[src/rtl/ram_arbiter.sv]
// Shares one single-port data RAM between the CPU and a host/debug port.
// The CPU owns the RAM by default; a waiting host gets bounded-latency bursts.
module ram_arbiter #(
    parameter int STARVE_LIMIT = 8,
    parameter int BURST_MAX    = 4
) (
    input  logic        clk,
    input  logic        reset,
    input  logic        cpu_req,
    input  logic        cpu_write,
    input  logic [14:0] cpu_addr,
    input  logic [15:0] cpu_wdata,
    output logic [15:0] cpu_rdata,
    output logic        cpu_stall,
    input  logic        host_req,
    input  logic        host_we,
    input  logic [14:0] host_addr,
    input  logic [15:0] host_wdata,
    output logic        host_gnt,
    output logic        host_rvalid,
    output logic [15:0] host_rdata,
    output logic [14:0] ram_address,
    output logic [15:0] ram_in,
    output logic        ram_load,
    input  logic [15:0] ram_out
);

    typedef enum logic {
        CPU_OWN  = 1'b0,
        HOST_OWN = 1'b1
    } state_t;

    localparam logic [7:0] STARVE_SAT = 8'(STARVE_LIMIT);
    localparam logic [7:0] BURST_SAT  = 8'(BURST_MAX);
    localparam logic [7:0] BURST_LAST = 8'(BURST_MAX - 1);

    state_t      r_state;
    logic [7:0]  r_wait_cnt;
    logic [7:0]  r_burst_cnt;
    logic        r_host_rvalid;
    logic [15:0] r_host_rdata;

    logic w_host_own;
    logic w_host_gnt;
    logic w_host_read;
    logic w_to_host;
    logic w_to_cpu;

    assign w_host_own  = (r_state == HOST_OWN);
    // Reset masks every side effect, whatever state the FSM is in.
    assign w_host_gnt  = ~reset & w_host_own & host_req;
    assign w_host_read = w_host_gnt & ~host_we;

    assign w_to_host = ~w_host_own & host_req & (~cpu_req | (r_wait_cnt >= STARVE_SAT));
    assign w_to_cpu  = w_host_own & (~host_req | (cpu_req & (r_burst_cnt >= BURST_LAST)));

    always_comb begin
        ram_address = w_host_own ? host_addr  : cpu_addr;
        ram_in      = w_host_own ? host_wdata : cpu_wdata;
        ram_load    = ~reset & (w_host_own ? (host_req & host_we) : (cpu_req & cpu_write));
        cpu_rdata   = w_host_own ? 16'h0000 : ram_out;
        cpu_stall   = ~reset & w_host_own & cpu_req;
    end

    assign host_gnt    = w_host_gnt;
    assign host_rvalid = r_host_rvalid;
    assign host_rdata  = r_host_rdata;

    always_ff @(posedge clk) begin
        if (reset) begin
            r_state       <= CPU_OWN;
            r_wait_cnt    <= 8'd0;
            r_burst_cnt   <= 8'd0;
            r_host_rvalid <= 1'b0;
            r_host_rdata  <= 16'h0000;
        end else begin
            r_host_rvalid <= w_host_read;
            if (w_host_read) begin
                r_host_rdata <= ram_out;
            end
            if (!w_host_own) begin
                if (w_to_host) begin
                    r_state     <= HOST_OWN;
                    r_wait_cnt  <= 8'd0;
                    r_burst_cnt <= 8'd0;
                end else if (!host_req) begin
                    r_wait_cnt <= 8'd0;
                end else if (r_wait_cnt < STARVE_SAT) begin
                    r_wait_cnt <= r_wait_cnt + 8'd1;
                end
            end else begin
                // wait_cnt stays at zero here, so the CPU always gets a full window back.
                if (r_burst_cnt < BURST_SAT) begin
                    r_burst_cnt <= r_burst_cnt + 8'd1;
                end
                if (w_to_cpu) begin
                    r_state <= CPU_OWN;
                end
            end
        end
    end

endmodule

[config.mk]
export PLATFORM = sky130hd
export DESIGN_NAME = ram_arbiter
export DESIGN_NICKNAME = d
export VERILOG_FILES = /design/src/rtl/ram_arbiter.sv
export SDC_FILE = /design/constraint.sdc
export NUM_CORES = 1
export LEC_CHECK = 0
export CAP_MARGIN = 15
export CORE_ASPECT_RATIO = 0.8
export CORE_MARGIN = 2
export CORE_UTILIZATION = 32
export DETAILED_ROUTE_END_ITERATION = 10
export PLACE_DENSITY = 0.8
export SYNTH_ARGS = -nofsm -noshare
export SYNTH_HDL_FRONTEND = slang
export SYNTH_SLANG_ARGS = --single-unit
[constraint.sdc]
create_clock -name clk -period 1.9 [get_ports clk]
set_input_delay 0.38 -clock clk [delete_from_list [all_inputs] [get_ports clk]]
set_output_delay 0.38 -clock clk [all_outputs]
set_load 0.005 [all_outputs]
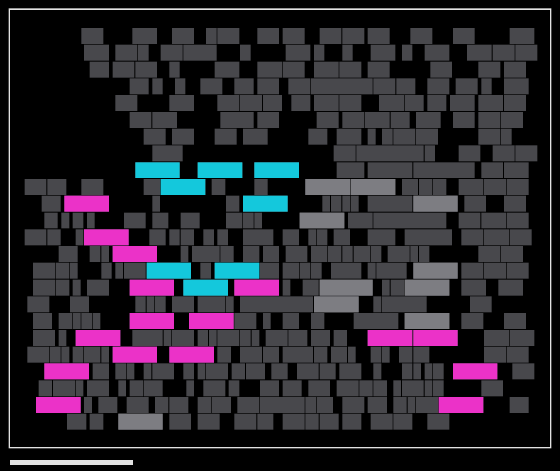
Figure 1: where the registers sit.
The bar under the picture is 20 um long. Other sequential cells in the stronger grey, the rest of the logic in the fainter grey.
legend:
  cyan:
    netlist_name: r_burst_cnt
    flops: 8
  magenta:
    netlist_name: host_rdata
    flops: 16
not coloured: 10
proportion of cell area occupied by registers: 0.186
sequential standard cell area: 684 um^2
utilization after layout: 0.677

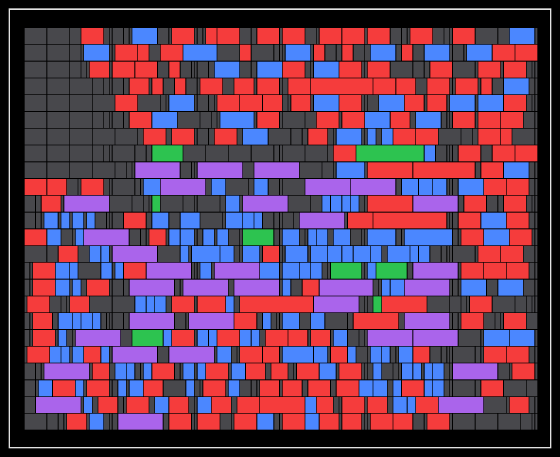
Figure 2: cells coloured by class.
Fill, decap, tap and diode cells in grey.
legend:
  purple:
    class: flops
    cells: 34
    share_of_their_area: 19%
  blue:
    class: combinational and other logic
    cells: 158
    share_of_their_area: 30%
  red:
    class: other buffers and delay cells
    cells: 170
    share_of_their_area: 48%
  green:
    class: clock drivers and dummy loads
    cells: 8
    share_of_their_area: 3.0%
area inside the core boundary: 5440 um^2
area of all placed cells without fillers: 3680 um^2
number of cell rows: 24

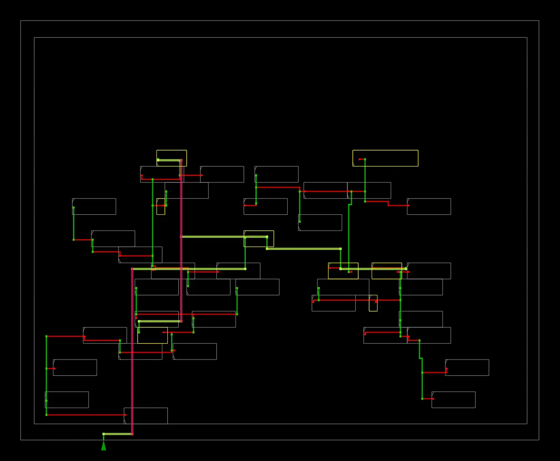
Figure 3: clock routing.
final worst clock skew: 0.00538 ns
clk sinks: 34
number of buffers created by CTS: 5
clock latency at the later pin of the worst-skew pair: 0.29 ns

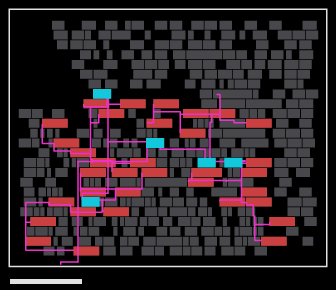
Figure 4: clock wires, drivers and flops.
The bar under the picture is 20 um long.
legend:
  magenta:
    item: clock wires
    length: 428 um
  red:
    item: flip-flops
    count: 34
  cyan:
    item: clock drivers
    count: 5
routed clock nets: 6
power in the clock group: 644 uW
proportion of power drawn by the clock network: 0.340

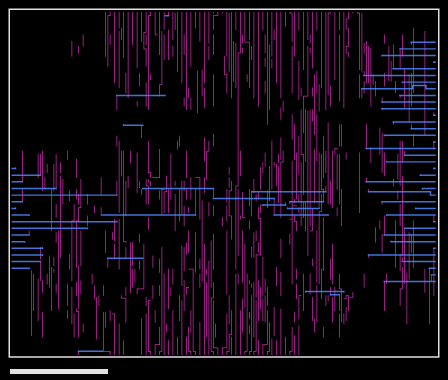
Figure 5: metal layers overlaid.
The bar under the picture is 20 um long. Two of the layers only.
legend:
  magenta:
    layer: metal 2
    wire_length: 3,050 um
  blue:
    layer: metal 3
    wire_length: 505 um

==> run notes <==
The flow run is done. The run finished with clean final reports. Number of logic gates landed at 154. Per the synth stats, the flop cell with the highest instance count is dfxtp_1. Total detailed-routing wirelength landed at 6070 um. Of the post-synthesis cell area, the part taken by muxes is 0.195. Among cell families on the critical path, the largest total delay comes from buffers and inverters. The report shows a maximum critical-path fanout of 11. Before any placement, the netlist area is recorded as 1790 um^2. Detailed route wirelength on metal2 landed at 3050 um. Walking the worst path, the cells encountered are buf_12, mux2_2, dlygate4sd2_1. Final-report hold violation count landed at 0. The timing report notes that buffer and inverter cells on the critical path total 2. Measured along the x axis, the die boundary spans 87.6 um. Number of cells after detailed placement landed at 431.

Looking at the global route congestion table, the highest-usage layer is met2. The script parses the final routing iteration and logs DRC violations as 0. Count of TritonRoute iterations in the first routing pass landed at 6. Entering global routing, the biggest net connects 28 pins. The H-tree was split into 2 levels.

Post-CTS setup-driven buffer insertion count landed at 5. The number of antenna violations at the first check in global routing came to 0. The script logs the ratio of routed vias to standard cells as 4.64.

Total I/O pin count landed at 151. Part of the total power dissipated in sequential elements landed at 0.384. Grouping non-sequential cells by family puts the most area in simple AND/OR/NAND/NOR gates. Data-path buffer share of cell area in the final layout landed at 0.467. Between the synthesized netlist and the finished layout, the area growth was recorded as 106%.

Xor/xnor share of the synthesized area landed at 0. The critical path runs through a total of 3 cells. Across all stage logs, warnings added up to 30. Cell count of the worst reg-to-reg path landed at 5. By startpoint and endpoint, the worst setup path is classified as reg -> out. Arrival time reported for the critical path endpoint landed at 1.48 ns. For the worst reg-to-reg path, the endpoint reported by OpenROAD is r_burst_cnt[0].

The routed design shows a wire length per standard cell of 13.6 um. Worst max-slew margin expressed relative to the limit landed at 0.753. Clock network contribution to total cell area landed at 0.0289. For this run, the register share of the synthesized area comes to 0.381.

The initial utilization of the core area, before any placement, comes to 0.329. The cell-mix breakdown from Yosys lists the adder-cell area share as 0.0210. Peak ir drop on the vdd network landed at 372 uV. The number of global-route vias before repair came to 1,966. The synthesized netlist was found by Yosys to have 204 cells. Count of sequential standard cells landed at 34.

Timing-limited maximum frequency landed at 0.538 GHz. The startpoint identified for the worst register-to-register timing path is r_state. Post-place setup slack landed at -0.105 ns.

Gate count after technology mapping landed at 204. Hold analysis lists the worst path endpoint as host_rdata[12]. Note that the worst hold path type here is reg -> reg. Per the layout area report, the combinational fraction of cell area is 0.287. The top cell types in the final layout, fill and taps aside, are clkdlybuf4s50_1, nand2_1, dfxtp_1.

Final antenna-violating net count landed at 0. Hold repair after CTS inserted 0 buffers. Summing over every cut layer, the via total after detailed routing is 2,080. Standby leakage power landed at 1.48 nW. The first global-routing pass estimated 9490 um of wire. Counting only logic cells after layout, the most numerous master is clkdlybuf4s50_1. Once placement finished, the instance area stood at 3440 um^2. Minimum clock period landed at 1.86 ns. For this block, wires on met1 add up to 2440 um.

The final antenna diode tally reported by the flow is 0. The detailed router used layers up to and including met4. Final-report setup violation count landed at 0. Max-slew violation count landed at 0. Fill cell total of the finished layout landed at 463.

Clock buffer count landed at 7. Area of combinational cells with multiple inputs landed at 1060 um^2. CTS placed an instance of clkbuf_8 at the clock tree root.

In this run the tool buffered the top-level ports with 150 buffer cells. The worst setup path is captured at an output pin. Per the area breakdown, the dominant cell category is non-clock buffers. Worst endpoint required time landed at 1.52 ns.

Max-capacitance violation count landed at 0. Total number of nets in the final design landed at 456. The transition time recorded at the tightest slew-check pin is 0.368 ns. Fraction of final layout cells sized beyond drive strength 1 landed at 0.200. Detailed placement ended at an HPWL of 4350 um. STA reports a reg2reg setup slack of 0.17 ns. Once synthesis finished, the tally of register bits stood at 34. For this run, the number of Yosys warnings is 0. Per the CTS log, the buffer count on the longest clock path is 2.

Looking at the critical path, the single cell with the biggest stage delay is dfxtp_4. Met1 usage landed at 0.235. TritonCTS built the clock tree. Switching share of power landed at 0.219.

Setup slack closes at 0.0417 ns. In the finished design, the share of the clock period the worst path needs comes to 0.978. Count of placed standard cells in the final layout, fillers left out landed at 448. OpenSTA lists the critical path startpoint as r_state.

Placer congestion estimate landed at 0.804. Share of synthesized registers carrying an async set or reset landed at 0. In the global route stage, met3 resource usage came out at 0.0502.

Number of flops mapped to enable cells by yosys landed at 0. On the worst setup and hold paths after CTS, the clock-pin slew comes to 0.07 ns. A synthesized cell averages 8.76 um^2. Setup repair after global routing could not meet its margin everywhere. The tightest hold path in the finished design has a slack of 0.453 ns. Portion of total power attributed to combinational logic landed at 0.276. Quantity of gates resized following cts landed at 76. The worst setup path is launched from a flop. Global-route usage over all layers landed at 0.193. The script computed a power per unit cell area of 515 nW/um^2.

Internal power landed at 1.48 mW. Counting instances, the worst hold path has a depth of 2.
[power by group through the flow]
stage	registers, mW	logic (mW)	clock network [mW]
after floorplan	0.740	0.151	0
after global placement	0.742	0.514	0
after detailed placement	0.742	0.522	0
after CTS	0.728	0.533	0.655
after global routing	0.728	0.560	0.688
final	0.728	0.522	0.644
[cells in the mapped netlist (all sizes together) (2+ instances only)]
master,number,area share
nand2,38,0.080
dfxtp,34,0.38
mux2,31,0.20
a21oi,23,0.064
nor2b,18,0.063
and2,8,0.028
clkbuf,7,0.015
buf,5,0.014
nand3,5,0.014
nand3b,4,0.017
ha,3,0.021
inv,3,0.0063
nor3,3,0.0084
nor3b,3,0.013
nor2,2,0.0042
[state kept, by name (all words and copies together), names as in the netlist]
signal,count
r_wait_cnt,8
host_rdata,16
host_rvalid,1
r_burst_cnt,8
r_state,1
No activity file was given, so power comes from the tool's default toggle rates.
